File: config.mk
export PLATFORM = sky130hd
export DESIGN_NAME = pwm_multi_output
export DESIGN_NICKNAME = d
export VERILOG_FILES = /design/src/rtl/pwm_multi_output.sv
export SDC_FILE = /design/constraint.sdc
export NUM_CORES = 1
export LEC_CHECK = 0
export ABC_AREA = 1
export CAP_MARGIN = 5
export CORE_UTILIZATION = 52
export CTS_CLUSTER_SIZE = 10
export DETAILED_ROUTE_END_ITERATION = 8
export PLACE_DENSITY = 0.88
export SLEW_MARGIN = 20
export SYNTH_ARGS = -nofsm -noshare
export SYNTH_HDL_FRONTEND = slang
export SYNTH_SLANG_ARGS = --single-unit
File: constraint.sdc
create_clock -name clk -period 7.3 [get_ports clk]
set_input_delay 2.19 -clock clk [delete_from_list [all_inputs] [get_ports clk]]
set_output_delay 2.19 -clock clk [all_outputs]
set_load 0.005 [all_outputs]
File: src/rtl/pwm_multi_output.sv
// pwm_multi_output: CHANNELS independent PWM outputs driven by one shared
// period counter. Period and duty values are double-buffered. A load writes
// the pending set. The pending set becomes active only at a period boundary
// or while en is low, so every period uses one consistent set of values.
//
// Optional feature: define PWM_CENTER_ALIGNED_EN to get up/down
// (center-aligned) counting. The count then runs 0..P..1 and the period is
// 2P cycles. Without the macro the counter is edge-aligned: 0..P-1, period P.
//
// Ports:
//   clk            clock, rising edge
//   rst            asynchronous active-high reset
//   en             counting enable; when low, cnt is held at 0 and outputs are low
//   load           one-cycle strobe that captures period_in/duty_in as pending
//   period_in      requested period P (WIDTH bits)
//   duty_in        channel i duty D[i] in bits [i*WIDTH +: WIDTH]
//   pwm            registered outputs; high while cnt < D[i]
//   period_end     registered one-cycle pulse in the last cycle of a period
//   update_pending high while loaded values wait for a boundary
module pwm_multi_output #(
  parameter int unsigned CHANNELS = 4,
  parameter int unsigned WIDTH    = 16
) (
  input  logic                      clk,
  input  logic                      rst,
  input  logic                      en,
  input  logic                      load,
  input  logic [WIDTH-1:0]          period_in,
  input  logic [CHANNELS*WIDTH-1:0] duty_in,
  output logic [CHANNELS-1:0]       pwm,
  output logic                      period_end,
  output logic                      update_pending
);

  logic [WIDTH-1:0]          cnt, cnt_nxt;
  logic [WIDTH-1:0]          act_p, pend_p, new_p;
  logic [CHANNELS*WIDTH-1:0] act_d, pend_d, new_d;
  logic                      run_q;
  logic                      start, transfer, active;
  logic                      period_end_nxt;
  logic [CHANNELS-1:0]       pwm_nxt;

  // The next cycle begins a fresh period if one of three things holds:
  // the previous cycle was not counting, the previous cycle was the last
  // of its period, or an idle P=0 is active. Pending values are applied on
  // a period start and on every cycle while en is low. A load arriving on
  // the same edge bypasses straight into the active set.
  always_comb begin
    start    = !run_q || period_end || (act_p == '0);
    transfer = !en || start;
    new_p    = act_p;
    new_d    = act_d;
    if (transfer) begin
      new_p = load ? period_in : pend_p;
      new_d = load ? duty_in   : pend_d;
    end
    active = en && (new_p != '0);
  end

`ifdef PWM_CENTER_ALIGNED_EN
  typedef enum logic {DIR_UP, DIR_DOWN} dir_t;
  dir_t dir, dir_nxt;

  always_comb begin
    cnt_nxt = '0;
    dir_nxt = DIR_UP;
    if (active && !start) begin
      cnt_nxt = (dir == DIR_DOWN) ? cnt - 1'b1 : cnt + 1'b1;
      dir_nxt = (cnt_nxt == new_p) ? DIR_DOWN : dir;
    end
    // The last element of the sequence is the count of 1 on the way down.
    // With P=1 the count reaches 1 going up, and the direction is already
    // switched to DOWN at that point.
    period_end_nxt = active && (cnt_nxt == WIDTH'(1)) && (dir_nxt == DIR_DOWN);
  end

  always_ff @(posedge clk or posedge rst) begin
    if (rst) dir <= DIR_UP;
    else     dir <= dir_nxt;
  end
`else
  always_comb begin
    cnt_nxt = '0;
    if (active && !start) cnt_nxt = cnt + 1'b1;
    period_end_nxt = active && (cnt_nxt == new_p - 1'b1);
  end
`endif

  // The outputs are registered from the next-state count and the duty
  // values. As a result, pwm lines up with the cnt of the same cycle.
  always_comb begin
    pwm_nxt = '0;
    for (int unsigned i = 0; i < CHANNELS; i++)
      pwm_nxt[i] = active && (cnt_nxt < new_d[i*WIDTH +: WIDTH]);
  end

  always_ff @(posedge clk or posedge rst) begin
    if (rst) begin
      cnt            <= '0;
      act_p          <= '0;
      act_d          <= '0;
      pend_p         <= '0;
      pend_d         <= '0;
      run_q          <= 1'b0;
      pwm            <= '0;
      period_end     <= 1'b0;
      update_pending <= 1'b0;
    end else begin
      cnt        <= cnt_nxt;
      act_p      <= new_p;
      act_d      <= new_d;
      run_q      <= en;
      pwm        <= pwm_nxt;
      period_end <= period_end_nxt;
      if (load) begin
        pend_p <= period_in;
        pend_d <= duty_in;
      end
      if (transfer)  update_pending <= 1'b0;
      else if (load) update_pending <= 1'b1;
    end
  end

endmodule

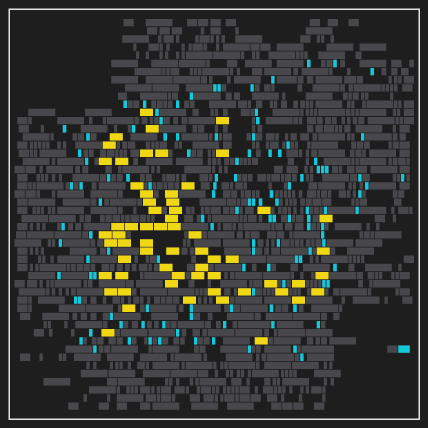
run_1/logic_types.png
Drawn at 3 px/µm.
- cyan: inv cells (cells 120; most used inv_1)
- yellow: fa/ha/maj cells (cells 62; most used ha_1)

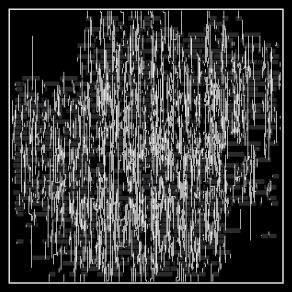
run_1/layer_met2.png
Drawn at 2 px/µm.
- main direction: vertical
- longest straight run: 47.9 µm
- share of all routed wire: 48%
- wire length on this layer: 10400 µm
- nets with wire on the layer: 1033

==> changes_impl.md, run 1 <==
### Metrics

* RSZ-0062 raised after global routing: no
* Largest net degree at the start of global routing at ~120
* Count of pins over their slew limit at 0
* Largest class: registers
* Min-Delay Path Class: reg2reg
* Fin area at 11000 µm²
* Chip area in the Yosys report at 9360 µm²
* Seq power at 1.13 mW
* Dpl cell area at approximately 10000 µm²
* Final antenna-violating net count at 0
* Total GRT Usage at 24.9%
* Ys Warns at 0
* HPWL after DPL at about 15 mm
* Flop count at 183
* GPL Wtd Cong at just under 0.9
* Final core utilization at approximately 63%
* NonClk Buf Share at 8.54%
* Top routing layer in use: met4
* Cells after synthesis at 1112
* Synth-to-Final Area Change at 17.4%
* Crit path from: en
* Routed length on met3 at 1.02 mm
* P_comb at 358 µW
* Yosys adder share at 8.29%
* Count leader, synth: nand2_1
* DR WL met2 at 10.4 mm
* Worst Tran Pin Value at 0.899 ns
* Crit-path max FO at 83
* Share of cells above drive strength 1 at 10.9%
* Met3 Usage GRT at 5.07%
* DRC violations left at 0
* Top Family by Delay on Critical Path: simple AND/OR/NAND/NOR gates
* Netlist area before placement at 9360 µm²
* Tcrit/Tclk final at around four fifths
* Placed Cells at 1396
* Top cells by count, synth: 350 x nand2_1, 183 x dfrtp_1, 118 x inv_1
* DRT iter0 DRCs at 471
* Logic cell area at 4150 µm²
* Setup bufs post-CTS at 0
* CTS tree: yes
* Clock Network Area Fraction at 5.26%
* Setup TNS at 0 ns
* Area leader, netlist: dfrtp_1
* Crit-path max cell delay at 0.57 ns
* Number of CTS-inserted buffers at 17
* CP Capture Type: register
* Simple-gate share of the synthesized area at between 20% and 30%
* Vias at 7341
* Synth mux share at 0%
* Most frequent logic cells in the routed design: 350 x nand2_1, 183 x dfrtp_1, 117 x inv_1, 88 x clkdlybuf4s50_1, 68 x o21ai_0
* DRT Pass-1 Iters at 5
* Diode count at 0
* PostCTS Resize Cnt at 0
* Grt met1 use at a little under a third
* Crit-path cells: clkdlybuf4s50_1 > inv_1 > nor3b_4 > nand2_4 > buf_4 > nand2_1 > nand2_2 > nor2_1 > nand2_1 > nor2_4 > nand2_4 > nand3b_1 > inv_1 > ha_1 > a21oi_1 > nand3b_1 > a21oi_1 > a2111oi_0 > nand2_1 > a21oi_1
* Tapcell Cnt at 225
* Crit path DAT at approximately 6.2 ns
* Status: finished, final reports clean
* Total power at 2.41 mW
* Synth area leaders: dfrtp_1 49%, nand2_1 14%, ha_1 8.3%
* Non-clock buffer count at 96
* Part of the power in combinational logic at 14.9%
* Global-route wire length before repair at 35.4 mm
* Seq area share at between 40% and 50%
* WL met1 at 9.53 mm
* Critical path destination: pwm[3]
* XOR Share, Synth at 2.34%
* Most instantiated logic cell after routing: nand2_1
* Filler cells at approximately 1400
* Yosys Instances at 1112
* Via density at 5.14
* Hold Crit Depth at 2
* Chip Area at 18500 µm²
* Max Buffers Root-to-Sink at 2
* Post-Syn Area per Cell at ~8.4 µm²
* Reg-to-Reg Start: act_p[6]
* P_sw at between 600 and 700 µW
* Number of logic gates at between 700 and 800
* Met2 Track Usage GR at 42.0%
* Comb/total area at a little under two fifths
* Dominant comb cell: simple AND/OR/NAND/NOR gates
* CP Buf/Inv Count at 4
* Req. time, crit path at 7.67 ns
* # rows at 48
* Core area at ~17000 µm²
* PortBufs at 89
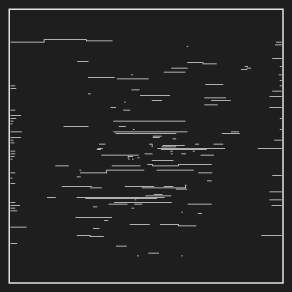
run_1/layer_met3.png
Drawn at 2 px/µm.
- main direction: horizontal
- longest straight run: 43.7 µm
- share of all routed wire: 4.8%
- nets with wire on the layer: 98
- wire length on this layer: 1020 µm

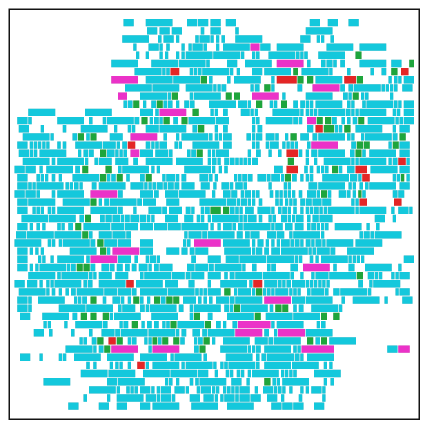
run_1/sizes.png
Drawn at 3 px/µm.
- green: _2 cells (cells 90)
- red: _3 and _4 cells (cells 17)
- magenta: _6 and larger (cells 24)
- cyan: _0 and _1 cells (cells 1072)

==> inputs of run 2 (changes only) <==
- clock period: 7.3 -> 4.8 ns (I/O delays scaled with it)
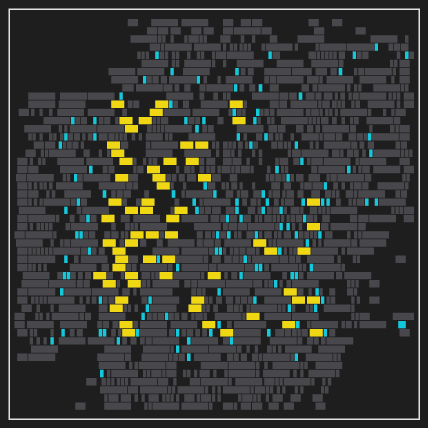
run_2/logic_types.png
Drawn at 3 px/µm.
- yellow: fa/ha/maj cells (cells 62; most used ha_1)
- cyan: inv cells (cells 120; most used inv_1)

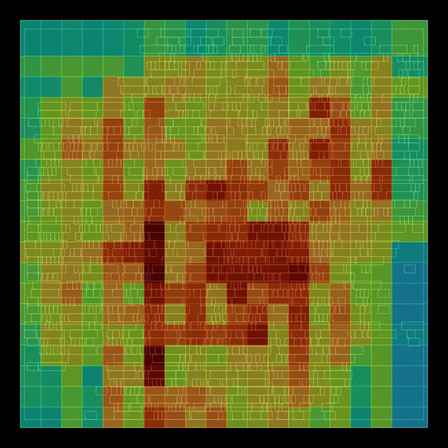
run_2/congestion.png
met3 Usage GRT: 6.19%
grt met1 use: 32.0%

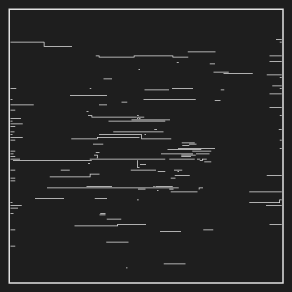
run_2/layer_met3.png
Drawn at 2 px/µm.
- main direction: horizontal
- nets with wire on the layer: 90
- longest straight run: 65.6 µm

==> changes_impl.md, run 2 <==
### Metrics

* Worst Tran Pin Value at 1.02 ns (+0.119 ns)
* Cells after synthesis at 1112 (unchanged)
* Reg-to-Reg Start: act_p[0]
* DRT Pass-1 Iters at 5 (unchanged)
* Setup bufs post-CTS at 0 (unchanged)
* WL met1 at 9.61 mm (+0.81%)
* # rows at 48 (unchanged)
* Total power at 3.75 mW (+55%)
* Status: finished, final reports clean
* Chip area in the Yosys report at 9360 µm² (unchanged)
* CTS tree: yes
* CP Buf/Inv Count at 4 (unchanged)
* Crit-path max cell delay at 0.49 ns (-0.08 ns)
* Tapcell Cnt at 225 (unchanged)
* Crit path DAT at 4.85 ns (-1.39 ns)
* Seq power at 1.72 mW (+52%)
* Dominant comb cell: simple AND/OR/NAND/NOR gates
* Share of cells above drive strength 1 at 13.2% (+2.4 points)
* PostCTS Resize Cnt at 0 (unchanged)
* Met2 Track Usage GR at 44.0% (+2.0 points)
* P_sw at 1.05 mW (+58%)
* RSZ-0062 raised after global routing: no
* Synth area leaders: dfrtp_1 49%, nand2_1 14%, ha_1 8.3%
* Area leader, netlist: dfrtp_1
* Yosys adder share at 8.29% (unchanged)
* Min-Delay Path Class: reg2reg
* Logic cell area at 4160 µm² (+0.12%)
* Comb/total area at 37.0% (-0.83 points)
* Diode count at 0 (unchanged)
* Fin area at 11200 µm² (+2.4%)
* Synth mux share at 0% (unchanged)
* Vias at 7478 (+1.9%)
* Placed Cells at 1424 (+2.0%)
* Most frequent logic cells in the routed design: 350 x nand2_1, 183 x dfrtp_1, 117 x inv_1, 88 x clkdlybuf4s50_1, 68 x o21ai_0
* Netlist area before placement at 9360 µm² (unchanged)
* DR WL met2 at 10.7 mm (+3.6%)
* Global-route wire length before repair at 37.0 mm (+4.4%)
* Top routing layer in use: met4
* Filler cells at 1418 (+1.4%)
* Via density at 5.14 (about the same)
* NonClk Buf Share at 10.3% (+1.8 points)
* Critical path destination: pwm[0]
* Hold Crit Depth at 2 (unchanged)
* XOR Share, Synth at 2.34% (unchanged)
* Count of pins over their slew limit at 0 (unchanged)
* Total GRT Usage at 26.2% (+1.3 points)
* DRT iter0 DRCs at 513 (+8.9%)
* Final antenna-violating net count at 0 (unchanged)
* Crit-path max FO at 10 (-88%)
* Tcrit/Tclk final at 93.4%
* Largest net degree at the start of global routing at 184 (+53%)
* Synth-to-Final Area Change at 20.2%
* Chip Area at 18500 µm² (unchanged)
* Crit path from: en
No activity file was given, so power comes from the tool's default toggle rates.
